### Nets reached from selected ports, run 1

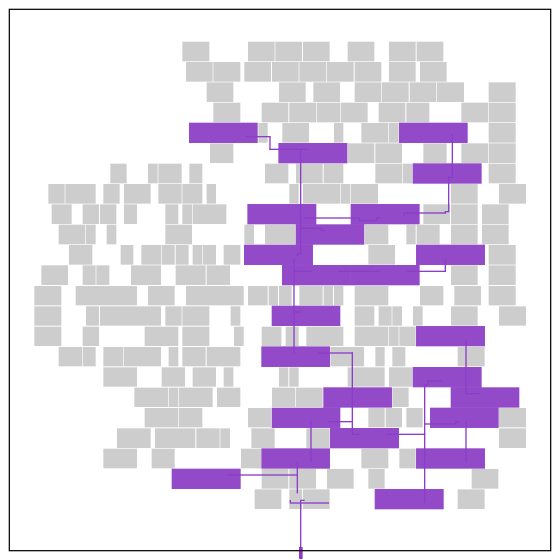
### Clock wiring as the flow saved it, run 1

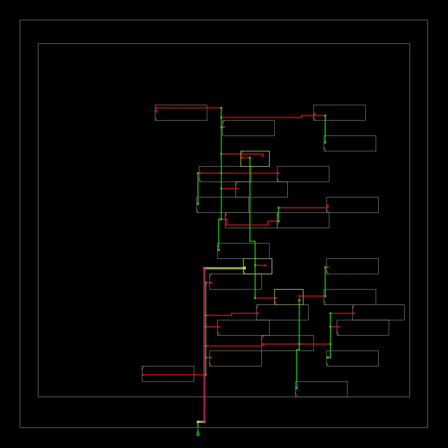
### Clock distribution, run 1

The bar under the picture is 20 µm long.
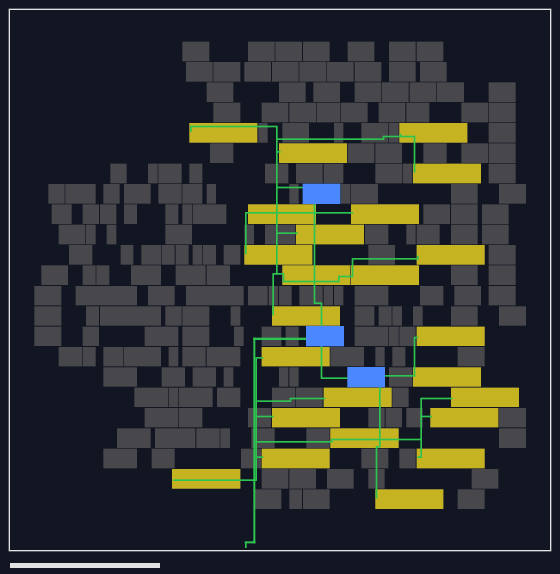
### Metal layers overlaid, run 1

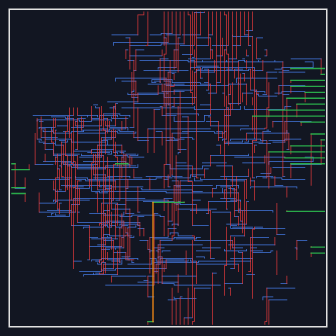
--- config.mk ---
export PLATFORM = sky130hd
export DESIGN_NAME = cnt_share_arb_flat
export DESIGN_NICKNAME = d
export VERILOG_FILES = /design/src/rtl/cnt_arb_pkg.sv /design/src/rtl/cnt_share_arb_if.sv /design/src/rtl/cnt_arb_rr_pick.sv /design/src/rtl/cnt_share_arb.sv /design/src/flat_wrapper.sv
export SDC_FILE = /design/constraint.sdc
export NUM_CORES = 1
export LEC_CHECK = 0
export ABC_CLOCK_PERIOD_IN_PS = 3650
export CAP_MARGIN = 0
export CORE_MARGIN = 3
export CORE_UTILIZATION = 40
export CTS_CLUSTER_SIZE = 14
export DETAILED_ROUTE_END_ITERATION = 10
export PLACE_DENSITY = 0.73
export SLEW_MARGIN = 20
export SYNTH_ARGS = -nofsm -noshare
export SYNTH_HDL_FRONTEND = slang
export SYNTH_SLANG_ARGS = --single-unit
--- constraint.sdc ---
create_clock -name clk -period 3.65 [get_ports clk]
set_clock_uncertainty 0.2 [all_clocks]
set_input_delay 0.365 -clock clk [delete_from_list [all_inputs] [get_ports clk]]
set_output_delay 0.365 -clock clk [all_outputs]
set_load 0.01 [all_outputs]
--- src/rtl/cnt_arb_pkg.sv ---
// Shared types and constants for the counter-sharing arbiter.
// States, default sizes and small index helpers used by the arbiter,
// its round-robin picker and the bus interface.
package cnt_arb_pkg;

    typedef enum logic [1:0] {
        ST_IDLE = 2'd0,
        ST_LOAD = 2'd1,
        ST_RUN  = 2'd2,
        ST_DONE = 2'd3
    } state_e;

    localparam int NREQ_DEF  = 4;
    localparam int WIDTH_DEF = 8;

    // Width of a requester index; at least one bit.
    function automatic int idx_width(input int n);
        return (n > 1) ? $clog2(n) : 1;
    endfunction

    // Reduce v into 0..n-1 when v is known to lie in 0..2n-1.
    function automatic int wrap_idx(input int v, input int n);
        return (v >= n) ? (v - n) : v;
    endfunction

endpackage

--- src/rtl/cnt_share_arb_if.sv ---
// Bundle between the requesting FSMs / external down counter and the
// counter-sharing arbiter. The arbiter uses the slave view; the
// surrounding logic (requesters and counter) uses the master view.
interface cnt_share_arb_if
    import cnt_arb_pkg::*;
#(
    parameter int NREQ  = NREQ_DEF,
    parameter int WIDTH = WIDTH_DEF
);

    logic [NREQ-1:0]       req;
    logic [NREQ*WIDTH-1:0] init_in;
    logic [NREQ-1:0]       gnt;
    logic [NREQ-1:0]       done;
    logic                  busy;
    logic                  cnt_ld;
    logic                  cnt_en;
    logic [WIDTH-1:0]      cnt_init;
    logic                  cnt_co;

    modport slave (
        input  req, init_in, cnt_co,
        output gnt, done, busy, cnt_ld, cnt_en, cnt_init
    );

    modport master (
        output req, init_in, cnt_co,
        input  gnt, done, busy, cnt_ld, cnt_en, cnt_init
    );

endinterface

--- src/rtl/cnt_arb_rr_pick.sv ---
// Combinational round-robin picker: finds the first active request at
// or after the pointer, wrapping past the top requester.
module cnt_arb_rr_pick
    import cnt_arb_pkg::*;
#(
    parameter int NREQ = NREQ_DEF,
    parameter int IDXW = idx_width(NREQ_DEF)
) (
    input  logic [NREQ-1:0] req_i,
    input  logic [IDXW-1:0] ptr_i,
    output logic [NREQ-1:0] gnt_oh_o,
    output logic [IDXW-1:0] idx_o,
    output logic            vld_o
);

    logic [IDXW-1:0] cand;

    // Scan requesters starting at the pointer; the first hit wins.
    always_comb begin
        cand     = '0;
        gnt_oh_o = '0;
        idx_o    = '0;
        vld_o    = 1'b0;
        for (int off = 0; off < NREQ; off++) begin
            cand = IDXW'(wrap_idx(int'(ptr_i) + off, NREQ));
            if (!vld_o && req_i[cand]) begin
                vld_o          = 1'b1;
                idx_o          = cand;
                gnt_oh_o[cand] = 1'b1;
            end
        end
    end

endmodule

--- src/rtl/cnt_share_arb.sv ---
// Shares one external loadable down counter between NREQ requesters.
// A granted requester gets its own init value loaded, the counter runs
// until its nonzero flag drops, then the owner sees a one-cycle done.
// Optional feature: define CNT_ARB_ABORT_EN to let an owner cancel its
// grant by dropping req during LOAD or RUN (no done pulse in that case).
module cnt_share_arb
    import cnt_arb_pkg::*;
#(
    parameter int NREQ  = NREQ_DEF,
    parameter int WIDTH = WIDTH_DEF
) (
    input logic            clk,
    input logic            rst,
    cnt_share_arb_if.slave bus
);

    localparam int IDXW = idx_width(NREQ);

    state_e          state_q;
    logic [IDXW-1:0] owner_q;
    logic [IDXW-1:0] ptr_q;
    logic [IDXW-1:0] ptr_d;
    logic [WIDTH-1:0] init_q;
    logic [NREQ-1:0] gnt_q;
    logic [NREQ-1:0] done_q;
    logic            busy_q;
    logic            ld_q;

    logic [NREQ-1:0] pick_oh;
    logic [IDXW-1:0] pick_idx;
    logic            pick_vld;
    logic [WIDTH-1:0] pick_init;
    logic            abort;

    cnt_arb_rr_pick #(
        .NREQ (NREQ),
        .IDXW (IDXW)
    ) u_pick (
        .req_i    (bus.req),
        .ptr_i    (ptr_q),
        .gnt_oh_o (pick_oh),
        .idx_o    (pick_idx),
        .vld_o    (pick_vld)
    );

    // Delay value of the requester about to be granted.
    assign pick_init = bus.init_in[int'(pick_idx)*WIDTH +: WIDTH];

    // Fairness: the next scan starts just past the requester served last.
    assign ptr_d = IDXW'(wrap_idx(int'(owner_q) + 1, NREQ));

`ifdef CNT_ARB_ABORT_EN
    // The owner releasing its request before completion cancels the grant.
    assign abort = ((state_q == ST_LOAD) || (state_q == ST_RUN)) &&
                   ((bus.req & gnt_q) == '0);
`else
    assign abort = 1'b0;
`endif

    // Counting follows the counter's own nonzero flag so it stops exactly at zero.
    assign bus.cnt_en   = (state_q == ST_RUN) && bus.cnt_co && !abort;
    assign bus.cnt_ld   = ld_q;
    assign bus.cnt_init = init_q;
    assign bus.gnt      = gnt_q;
    assign bus.done     = done_q;
    assign bus.busy     = busy_q;

    // Grant FSM with registered outputs; IDLE always separates two grants.
    always_ff @(posedge clk or negedge rst) begin
        if (!rst) begin
            state_q <= ST_IDLE;
            owner_q <= '0;
            ptr_q   <= '0;
            init_q  <= '0;
            gnt_q   <= '0;
            done_q  <= '0;
            busy_q  <= 1'b0;
            ld_q    <= 1'b0;
        end else begin
            done_q <= '0;
            ld_q   <= 1'b0;
            case (state_q)
                ST_IDLE: begin
                    if (pick_vld) begin
                        state_q <= ST_LOAD;
                        owner_q <= pick_idx;
                        init_q  <= pick_init;
                        gnt_q   <= pick_oh;
                        busy_q  <= 1'b1;
                        ld_q    <= 1'b1;
                    end
                end
                ST_LOAD: begin
                    if (abort) begin
                        state_q <= ST_IDLE;
                        gnt_q   <= '0;
                        busy_q  <= 1'b0;
                        ptr_q   <= ptr_d;
                    end else begin
                        state_q <= ST_RUN;
                    end
                end
                ST_RUN: begin
                    if (abort) begin
                        state_q <= ST_IDLE;
                        gnt_q   <= '0;
                        busy_q  <= 1'b0;
                        ptr_q   <= ptr_d;
                    end else if (!bus.cnt_co) begin
                        state_q <= ST_DONE;
                        done_q  <= gnt_q;
                    end
                end
                ST_DONE: begin
                    state_q <= ST_IDLE;
                    gnt_q   <= '0;
                    busy_q  <= 1'b0;
                    ptr_q   <= ptr_d;
                end
                default: begin
                    state_q <= ST_IDLE;
                    gnt_q   <= '0;
                    busy_q  <= 1'b0;
                end
            endcase
        end
    end

endmodule
--- src/flat_wrapper.sv ---
// flat-port wrapper written by rule: the top's interface ports become plain ports
module cnt_share_arb_flat import cnt_arb_pkg::*;
#(
    parameter int NREQ  = NREQ_DEF,
    parameter int WIDTH = WIDTH_DEF
)
  (clk, rst, bus_req, bus_init_in, bus_cnt_co, bus_gnt, bus_done, bus_busy, bus_cnt_ld, bus_cnt_en, bus_cnt_init);
  cnt_share_arb_if #(.NREQ(NREQ), .WIDTH(WIDTH)) bus_i ();
  input logic clk;
  input logic rst;
  input wire logic [$bits(bus_i.req)-1:0] bus_req;
  input wire logic [$bits(bus_i.init_in)-1:0] bus_init_in;
  input wire logic [$bits(bus_i.cnt_co)-1:0] bus_cnt_co;
  output wire logic [$bits(bus_i.gnt)-1:0] bus_gnt;
  output wire logic [$bits(bus_i.done)-1:0] bus_done;
  output wire logic [$bits(bus_i.busy)-1:0] bus_busy;
  output wire logic [$bits(bus_i.cnt_ld)-1:0] bus_cnt_ld;
  output wire logic [$bits(bus_i.cnt_en)-1:0] bus_cnt_en;
  output wire logic [$bits(bus_i.cnt_init)-1:0] bus_cnt_init;
  assign bus_i.req = bus_req;
  assign bus_i.init_in = bus_init_in;
  assign bus_i.cnt_co = bus_cnt_co;
  assign bus_gnt = bus_i.gnt;
  assign bus_done = bus_i.done;
  assign bus_busy = bus_i.busy;
  assign bus_cnt_ld = bus_i.cnt_ld;
  assign bus_cnt_en = bus_i.cnt_en;
  assign bus_cnt_init = bus_i.cnt_init;
  cnt_share_arb #(.NREQ(NREQ), .WIDTH(WIDTH)) u_core (.clk(clk), .rst(rst), .bus(bus_i));
endmodule
==> tab_implementation.tex, run 1 <==
% Table of physical implementation metrics
\begin{tabular}{lr}
\hline
Metric & Value \\
\hline
\multicolumn{2}{l}{\textbf{Run status}} \\
Result of the run & finished, final reports clean \\
\multicolumn{2}{l}{\textbf{Pwr}} \\
Combinational fraction of design power & 66.8\% \\
Internal cell power & 1.060 mW \\
Net Switching & 0.7508 mW \\
P per Cell Area & 766.0 nW/µm² \\
Total power & 1.811 mW \\
Clock network fraction of total power & 8.5\% \\
Seq pwr & 0.448 mW \\
Worst supply voltage drop on vdd & 354.1 µV \\
Leak & 1.062 nW \\
Sequential power share & 24.7\% \\
\multicolumn{2}{l}{\textbf{Route}} \\
Detailed-route vias per instance & 5.338 \\
Total via count after detailed routing & 1,452 \\
Total length of routed wires & 3839 µm \\
Total met3 wirelength after detailed routing & 153 µm \\
Met2 wire length & 1812 µm \\
\multicolumn{2}{l}{\textbf{GRT}} \\
Via count of the first global-routing pass & 1,397 \\
All-Layer GR Usage & 14.92\% \\
Grt ovf & 0 \\
Global Route met1 Usage & 20.97\% \\
\multicolumn{2}{l}{\textbf{Worst setup path}} \\
Arrival time of the worst setup path & 2680 ps \\
Highest cell delay on the worst timing path & 920 ps \\
Cells on worst reg2reg path & 7 \\
Buf+Inv Stages, Crit Path & 1 \\
Cell count along the critical path & 5 \\
Origin of the critical flop-to-flop path & u\_core.ptr\_q[0]\$\_DFFE\_PN0N\_ \\
Worst reg2reg path endpoint & u\_core.bus.cnt\_init[6]\$\_DFFE\_PN0P\_ \\
Required time of the critical path & 3580 ps \\
Critical path launch point & bus\_req[3] \\
Setup slack, reg-to-reg & 900 ps \\
Category of the most critical setup path & in -> reg \\
Worst setup path endpoint & u\_core.bus.cnt\_init[6]\$\_DFFE\_PN0P\_ \\
\multicolumn{2}{l}{\textbf{Floorplan}} \\
Floorplan die area & 5209 µm² \\
Die extent in y & 72.18 µm \\
Horizontal extent of the die & 72.18 µm \\
Placeable core region & 4115 µm² \\
FP Util & 42.57\% \\
\multicolumn{2}{l}{\textbf{Final timing}} \\
Final hold violation count & 0 \\
Fin Setup TNS & 0 ps \\
Number of setup violations in the final report & 0 \\
Max-slew headroom at the worst pin & 32.17\% \\
Top achievable clock speed & 363.0 MHz \\
\multicolumn{2}{l}{\textbf{Cells and area}} \\
Most common library cell in the layout ignoring fill and taps & sky130\_fd\_sc\_hd\_\_clkdlybuf4s50\_1 \\
Count of placed standard cells in the final layout, fillers left out & 272 \\
Number of logic gates & 129 \\
Repair and plain buffers & 61 \\
Non-clock inverters & 5 \\
MI comb area & 1042 µm² \\
Share of cells above drive strength 1 & 8.559\% \\
Flop share of the area & 25.41\% \\
Proportion of cell area occupied by multi-input gates & 44.10\% \\
Dominant class by area & combinational gates \\
Final core utilization & 57.43\% \\
\multicolumn{2}{l}{\textbf{Synth}} \\
Synthesized registers & 24 \\
Share of async-settable or async-resettable flops after synthesis & 100.0\% \\
Adder Share, Synth & 7.857\% \\
Synth area leader & sky130\_fd\_sc\_hd\_\_dfrtp\_1 \\
Ys flop type & sky130\_fd\_sc\_hd\_\_dfrtp\_1 \\
Synth unique cells & 41 \\
Commonest cells in the synthesized netlist & sky130\_fd\_sc\_hd\_\_dfrtp\_1, sky130\_fd\_sc\_hd\_\_mux2i\_1, sky130\_fd\_sc\_hd\_\_nand2\_1 \\
Cell total in the yosys stat output & 169 \\
Mux share of post-synthesis cell area & 17.14\% \\
\multicolumn{2}{l}{\textbf{Placed design}} \\
Number of instances in the placed design & 268 \\
Final Wtd Congestion & 0.7425 \\
Detail Placement HPWL & 2901 µm \\
\multicolumn{2}{l}{\textbf{Flow run}} \\
OpenROAD warning count & 35 \\
\multicolumn{2}{l}{\textbf{CTS}} \\
Maximum level of the CTS H-tree & 1 \\
CTS hold repair buffers & 0 \\
Count of buffers added by post-CTS timing repair for setup & 0 \\
CTS root buffer & sky130\_fd\_sc\_hd\_\_clkbuf\_8 \\
\multicolumn{2}{l}{\textbf{Worst hold path}} \\
Endpoint, Worst Hold & u\_core.ptr\_q[0]\$\_DFFE\_PN0N\_ \\
\hline
\end{tabular}
Back to the opening pictures, 'Nets reached from selected ports':
purple -> `rst`  # bits 1, direction input, edge bottom, end cells 24, buffers 2, wire 178 µm
# port buffers: 57
Top-Level Pins: 58

Back to the opening pictures, 'Clock wiring as the flow saved it':
number of flip-flops and latches: 24
power in the clock group: 0.153 mW
number of CTS-inserted buffers: 3
clk_lat worst skew: 260 ps
clock net sink count: 24

Back to the opening pictures, 'Clock distribution':
yellow -> flip-flops  # count 24
blue -> clock drivers  # count 3
green -> clock wires  # length 288 µm
routed clock nets = 4

Back to the opening pictures, 'Metal layers overlaid':
blue -> metal 1  # wire length 1,850 µm
orange -> metal 4  # wire length 27.2 µm
red -> metal 2  # wire length 1,810 µm
green -> metal 3  # wire length 154 µm

==> inputs of run 2 (changes only) <==
- ABC_CLOCK_PERIOD_IN_PS: 3650 -> 2700
- clock period: 3.65 -> 2.7 ns (I/O delays scaled with it)
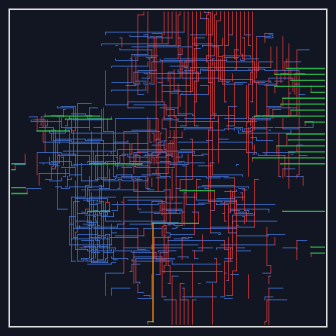
*Metal layers overlaid, run 2*
blue -> metal 1  # wire length 1,870 µm
orange -> metal 4  # wire length 22.4 µm
green -> metal 3  # wire length 243 µm
red -> metal 2  # wire length 1,880 µm

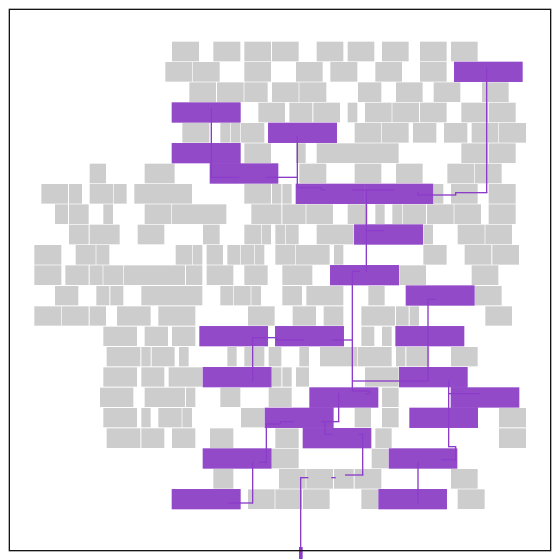
*Nets reached from selected ports, run 2*
purple -> `rst`  # bits 1, direction input, edge bottom, end cells 24, buffers 2, wire 200 µm

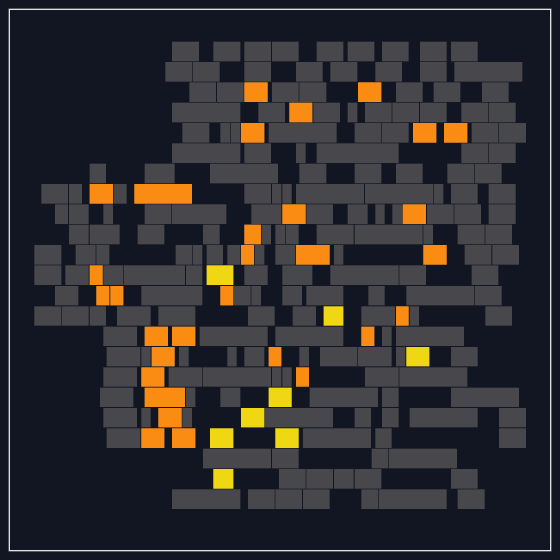
*Gate families picked out, run 2*
orange -> aoi and oai cells  # cells 30, most used o221ai_1
yellow -> non-inverting ao/oa cells  # cells 8, most used a22o_1, where bottom middle

==> tab_implementation.tex, run 2 <==
% Table of physical implementation metrics
\begin{tabular}{lr}
\hline
Metric & Value \\
\hline
\multicolumn{2}{l}{\textbf{Worst setup path}} \\
Cells on worst reg2reg path & 6 \\
Worst setup path endpoint & u\_core.bus.cnt\_init[3]\$\_DFFE\_PN0P\_ \\
Critical path launch point & u\_core.ptr\_q[0]\$\_DFFE\_PN0N\_ \\
Buf+Inv Stages, Crit Path & 1 \\
Category of the most critical setup path & reg -> reg \\
CP Capture Type & flop \\
Highest cell delay on the worst timing path & 480 ps \\
Top delay family on crit path & AND-OR/OR-AND gates \\
Worst reg2reg path endpoint & u\_core.bus.cnt\_init[3]\$\_DFFE\_PN0P\_ \\
Cell count along the critical path & 6 \\
Arrival time of the worst setup path & 2300 ps \\
Origin of the critical flop-to-flop path & u\_core.ptr\_q[0]\$\_DFFE\_PN0N\_ \\
Setup slack, reg-to-reg & 330 ps \\
Required time of the critical path & 2620 ps \\
\multicolumn{2}{l}{\textbf{Cells and area}} \\
Count of placed standard cells in the final layout, fillers left out & 276 \\
Non-clock inverters & 5 \\
Final core utilization & 59.08\% \\
Repair and plain buffers & 64 \\
Flop share of the area & 24.70\% \\
Area occupied by registers & 600.6 µm² \\
Most common library cell in the layout ignoring fill and taps & sky130\_fd\_sc\_hd\_\_clkdlybuf4s50\_1 \\
Count of clock-net buffers in the final layout & 3 \\
Number of logic gates & 129 \\
Dominant class by area & combinational gates \\
Proportion of cell area occupied by multi-input gates & 42.87\% \\
Share of cells above drive strength 1 & 10.18\% \\
Antenna cell count & 0 \\
Number of flip-flops and latches & 24 \\
Clock-cell share & 2.934\% \\
MI comb area & 1042 µm² \\
\multicolumn{2}{l}{\textbf{Synth}} \\
Syn\_nets & 219 \\
Synthesized registers & 24 \\
Commonest cells in the synthesized netlist & sky130\_fd\_sc\_hd\_\_dfrtp\_1, sky130\_fd\_sc\_hd\_\_mux2i\_1, sky130\_fd\_sc\_hd\_\_nand2\_1 \\
Synth unique cells & 41 \\
Cell area leaders & sky130\_fd\_sc\_hd\_\_dfrtp\_1, sky130\_fd\_sc\_hd\_\_mux2i\_1, sky130\_fd\_sc\_hd\_\_ha\_1 \\
Mux share of post-synthesis cell area & 17.14\% \\
Cell total in the yosys stat output & 169 \\
Share of async-settable or async-resettable flops after synthesis & 100.0\% \\
Adder Share, Synth & 7.857\% \\
Ys flop type & sky130\_fd\_sc\_hd\_\_dfrtp\_1 \\
Synth area leader & sky130\_fd\_sc\_hd\_\_dfrtp\_1 \\
Average size of a mapped cell & 10.36 µm² \\
\multicolumn{2}{l}{\textbf{CTS}} \\
TritonCTS clock tree & done \\
Count of buffers added by post-CTS timing repair for setup & 0 \\
CTS root buffer & sky130\_fd\_sc\_hd\_\_clkbuf\_8 \\
Number of CTS-inserted buffers & 3 \\
Clk\_lat worst skew & 260 ps \\
CTS hold repair buffers & 0 \\
Clock net sink count & 24 \\
Maximum level of the CTS H-tree & 1 \\
\multicolumn{2}{l}{\textbf{Pwr}} \\
Power in the clock group & 0.312 mW \\
Clock network fraction of total power & 11.9\% \\
Leak & 1.096 nW \\
Internal cell power & 1.570 mW \\
Combinational fraction of design power & 65.0\% \\
Total power & 2.621 mW \\
Sequential power share & 23.1\% \\
P per Cell Area & 1078 nW/µm² \\
Largest power group & combinational cells \\
Seq pwr & 0.606 mW \\
Worst supply voltage drop on vdd & 523.5 µV \\
Net Switching & 1.052 mW \\
Power in combinational cells & 1.70 mW \\
\multicolumn{2}{l}{\textbf{Final timing}} \\
Top achievable clock speed & 421.4 MHz \\
Fin Setup TNS & 0 ps \\
Post-layout period usage & 87.90\% \\
Max-slew headroom at the worst pin & 62.07\% \\
Post-route setup slack & 326.8 ps \\
Final hold violation count & 0 \\
Number of setup violations in the final report & 0 \\
\multicolumn{2}{l}{\textbf{Route}} \\
Total met3 wirelength after detailed routing & 242 µm \\
Detailed-route wire length per cell & 14.54 µm \\
Met2 wire length & 1882 µm \\
Total length of routed wires & 4013 µm \\
Detailed-route vias per instance & 5.344 \\
DRC errors left & 0 \\
Total via count after detailed routing & 1,475 \\
Metal1 wirelength & 1865 µm \\
\multicolumn{2}{l}{\textbf{GRT}} \\
Via count of the first global-routing pass & 1,335 \\
Initial antenna violation count & 0 \\
Grt ovf & 0 \\
Global-route track usage on met2 & 24.47\% \\
All-Layer GR Usage & 15.10\% \\
Global Route met1 Usage & 21.01\% \\
\multicolumn{2}{l}{\textbf{Run status}} \\
Result of the run & finished, final reports clean \\
\multicolumn{2}{l}{\textbf{Flow run}} \\
OpenROAD warning count & 35 \\
\multicolumn{2}{l}{\textbf{Floorplan}} \\
Die extent in y & 72.18 µm \\
Floorplan die area & 5209 µm² \\
Placeable core region & 4115 µm² \\
Horizontal extent of the die & 72.18 µm \\
Top-Level Pins & 58 \\
FP Util & 42.57\% \\
\multicolumn{2}{l}{\textbf{Placed design}} \\
Final Wtd Congestion & 0.7580 \\
Number of instances in the placed design & 272 \\
Detail Placement HPWL & 3034 µm \\
\# port buffers & 57 \\
\hline
\end{tabular}
==> inputs of run 3 (changes only) <==
- ABC_CLOCK_PERIOD_IN_PS: 2700 -> 2200
- clock period: 2.7 -> 2.2 ns (I/O delays scaled with it)
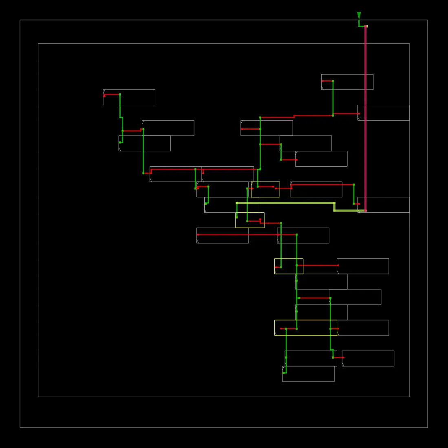
*Clock wiring as the flow saved it, run 3*
clk_lat worst skew: 270 ps
power in the clock group: 0.382 mW
count of clock-net buffers in the final layout: 3

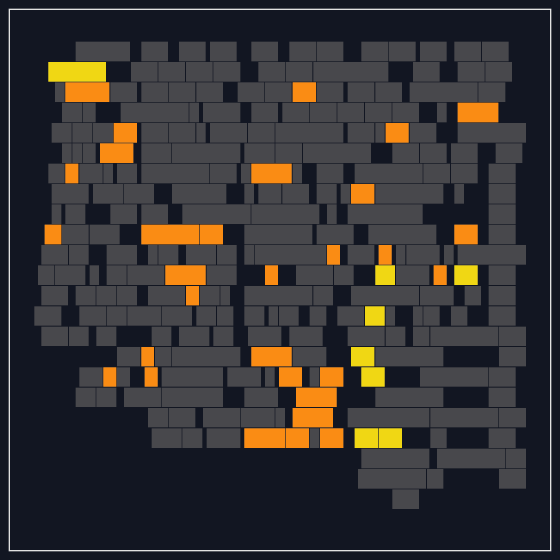
*Gate families picked out, run 3*
yellow -> non-inverting ao/oa cells  # cells 8, most used a22o_1
orange -> aoi and oai cells  # cells 30, most used o221ai_1

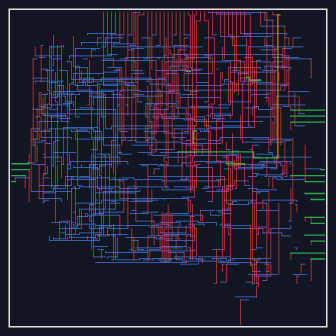
*Metal layers overlaid, run 3*
green -> metal 3  # wire length 117 µm
orange -> metal 4  # wire length 32.6 µm
red -> metal 2  # wire length 2,550 µm
blue -> metal 1  # wire length 2,130 µm
total length of routed wires: 4826 µm
detailed-route wire length per cell: 15.67 µm
total via count after detailed routing: 1,638
All-Layer GR Usage: 17.88%

==> tab_implementation.tex, run 3 <==
% Table of physical implementation metrics
\begin{tabular}{lr}
\hline
Metric & Value \\
\hline
\multicolumn{2}{l}{\textbf{Pwr}} \\
Net Switching & 1.581 mW \\
P per Cell Area & 1429 nW/µm² \\
Largest power group & combinational cells \\
Internal cell power & 2.557 mW \\
Leak & 1.310 nW \\
Total power & 4.138 mW \\
Sequential power share & 18.6\% \\
Seq pwr & 0.770 mW \\
Clock network fraction of total power & 9.2\% \\
Combinational fraction of design power & 72.1\% \\
Power in combinational cells & 2.99 mW \\
Switching share of power & 38.21\% \\
Worst supply voltage drop on vdd & 695.4 µV \\
\multicolumn{2}{l}{\textbf{Synth}} \\
Logic family by area & AND-OR/OR-AND gates \\
Commonest cells in the synthesized netlist & sky130\_fd\_sc\_hd\_\_dfrtp\_1, sky130\_fd\_sc\_hd\_\_mux2i\_1, sky130\_fd\_sc\_hd\_\_nand2\_1 \\
Cell area leaders & sky130\_fd\_sc\_hd\_\_dfrtp\_1, sky130\_fd\_sc\_hd\_\_mux2i\_1, sky130\_fd\_sc\_hd\_\_ha\_1 \\
Synth unique cells & 41 \\
Portion of the post-synthesis area used by sequential elements & 34.29\% \\
Syn\_nets & 219 \\
Synth area leader & sky130\_fd\_sc\_hd\_\_dfrtp\_1 \\
Share of async-settable or async-resettable flops after synthesis & 100.0\% \\
Tally of yosys warning messages & 0 \\
Adder Share, Synth & 7.857\% \\
Cell total in the yosys stat output & 169 \\
Average size of a mapped cell & 10.36 µm² \\
Ys flop type & sky130\_fd\_sc\_hd\_\_dfrtp\_1 \\
Synthesized registers & 24 \\
Post-synth EDFFs & 0 \\
Mux share of post-synthesis cell area & 17.14\% \\
Complex Gates by Area & 17.64\% \\
Xor-xnor portion of the synthesized cell area & 0.5000\% \\
\multicolumn{2}{l}{\textbf{Worst setup path}} \\
Top delay family on crit path & AND-OR/OR-AND gates \\
CP Capture Type & flop \\
Worst setup path endpoint & u\_core.bus.gnt[1]\$\_DFFE\_PN0P\_ \\
Critical path launch point & u\_core.ptr\_q[0]\$\_DFFE\_PN0N\_ \\
Cell count along the critical path & 7 \\
Buf+Inv Stages, Crit Path & 2 \\
Required time of the critical path & 2150 ps \\
Arrival time of the worst setup path & 2180 ps \\
Setup slack, reg-to-reg & -30 ps \\
Category of the most critical setup path & reg -> reg \\
Worst reg2reg path endpoint & u\_core.bus.gnt[1]\$\_DFFE\_PN0P\_ \\
Cells on worst reg2reg path & 7 \\
Slowest CP cell & sky130\_fd\_sc\_hd\_\_dfrtp\_2 \\
Highest cell delay on the worst timing path & 470 ps \\
Sort of element at the start of the critical path & flop \\
Origin of the critical flop-to-flop path & u\_core.ptr\_q[0]\$\_DFFE\_PN0N\_ \\
\multicolumn{2}{l}{\textbf{Cells and area}} \\
Number of fill cells & 301 \\
Dominant class by area & combinational gates \\
Count of placed standard cells in the final layout, fillers left out & 308 \\
Final core utilization & 70.39\% \\
Proportion of cell area occupied by multi-input gates & 40.26\% \\
Area occupied by registers & 601.8 µm² \\
Share of cells above drive strength 1 & 29.84\% \\
Non-clock inverters & 5 \\
Number of flip-flops in the largest register & 8 \\
Antenna cell count & 0 \\
Proportion of final cell area spent on non-clock buffers & 33.43\% \\
Flop share of the area & 20.78\% \\
MI comb area & 1166 µm² \\
Clock-cell share & 2.462\% \\
Most used cells in the layout excluding fill and tap cells & sky130\_fd\_sc\_hd\_\_clkdlybuf4s50\_1, sky130\_fd\_sc\_hd\_\_buf\_4, sky130\_fd\_sc\_hd\_\_dfrtp\_1 \\
Repair and plain buffers & 96 \\
Most common library cell in the layout ignoring fill and taps & sky130\_fd\_sc\_hd\_\_clkdlybuf4s50\_1 \\
Number of logic gates & 129 \\
Number of flip-flops and latches & 24 \\
\multicolumn{2}{l}{\textbf{Route}} \\
Metal1 wirelength & 2132 µm \\
DRC errors left & 0 \\
Iter 0 DRT Violations & 97 \\
Total met3 wirelength after detailed routing & 116 µm \\
Detailed-route vias per instance & 5.318 \\
Met2 wire length & 2545 µm \\
\multicolumn{2}{l}{\textbf{Run status}} \\
Violated checks & setup timing \\
Result of the run & finished with violations \\
\multicolumn{2}{l}{\textbf{Final timing}} \\
Shortest clock period the worst path allows after layout & 2233 ps \\
Transition time of the tightest slew-check pin & 529.1 ps \\
Top achievable clock speed & 447.8 MHz \\
Max-slew headroom at the worst pin & 63.72\% \\
Fin Setup TNS & -169.2 ps \\
Post-layout period usage & 101.5\% \\
Number of setup violations in the final report & 8 \\
Final hold violation count & 0 \\
Post-route setup slack & -33.35 ps \\
\multicolumn{2}{l}{\textbf{Flow run}} \\
Total of max-cap violations & 0 \\
OpenROAD warning count & 38 \\
\multicolumn{2}{l}{\textbf{Placed design}} \\
Number of instances in the placed design & 295 \\
Final Wtd Congestion & 0.8479 \\
\# port buffers & 57 \\
Detail Placement HPWL & 3499 µm \\
\multicolumn{2}{l}{\textbf{CTS}} \\
Maximum number of buffers from clock root to sink & 2 \\
TritonCTS clock tree & done \\
Maximum level of the CTS H-tree & 1 \\
Clock net sink count & 24 \\
CTS hold repair buffers & 0 \\
Count of buffers added by post-CTS timing repair for setup & 4 \\
Number of CTS-inserted buffers & 3 \\
CTS root buffer & sky130\_fd\_sc\_hd\_\_clkbuf\_8 \\
\multicolumn{2}{l}{\textbf{GRT}} \\
Global-route track usage on met2 & 30.64\% \\
Global Route met1 Usage & 24.26\% \\
Via count of the first global-routing pass & 1,544 \\
Initial antenna violation count & 0 \\
Met3 usage & 1.801\% \\
Grt ovf & 0 \\
\multicolumn{2}{l}{\textbf{Floorplan}} \\
FP Util & 42.57\% \\
Top-Level Pins & 58 \\
Floorplan die area & 5209 µm² \\
Horizontal extent of the die & 72.18 µm \\
Count of standard-cell rows & 23 \\
Placeable core region & 4115 µm² \\
Die extent in y & 72.18 µm \\
\multicolumn{2}{l}{\textbf{Worst hold path}} \\
Kind of path behind the tightest hold check & in -> async \\
\hline
\end{tabular}
Power and IR drop assume default switching activity.
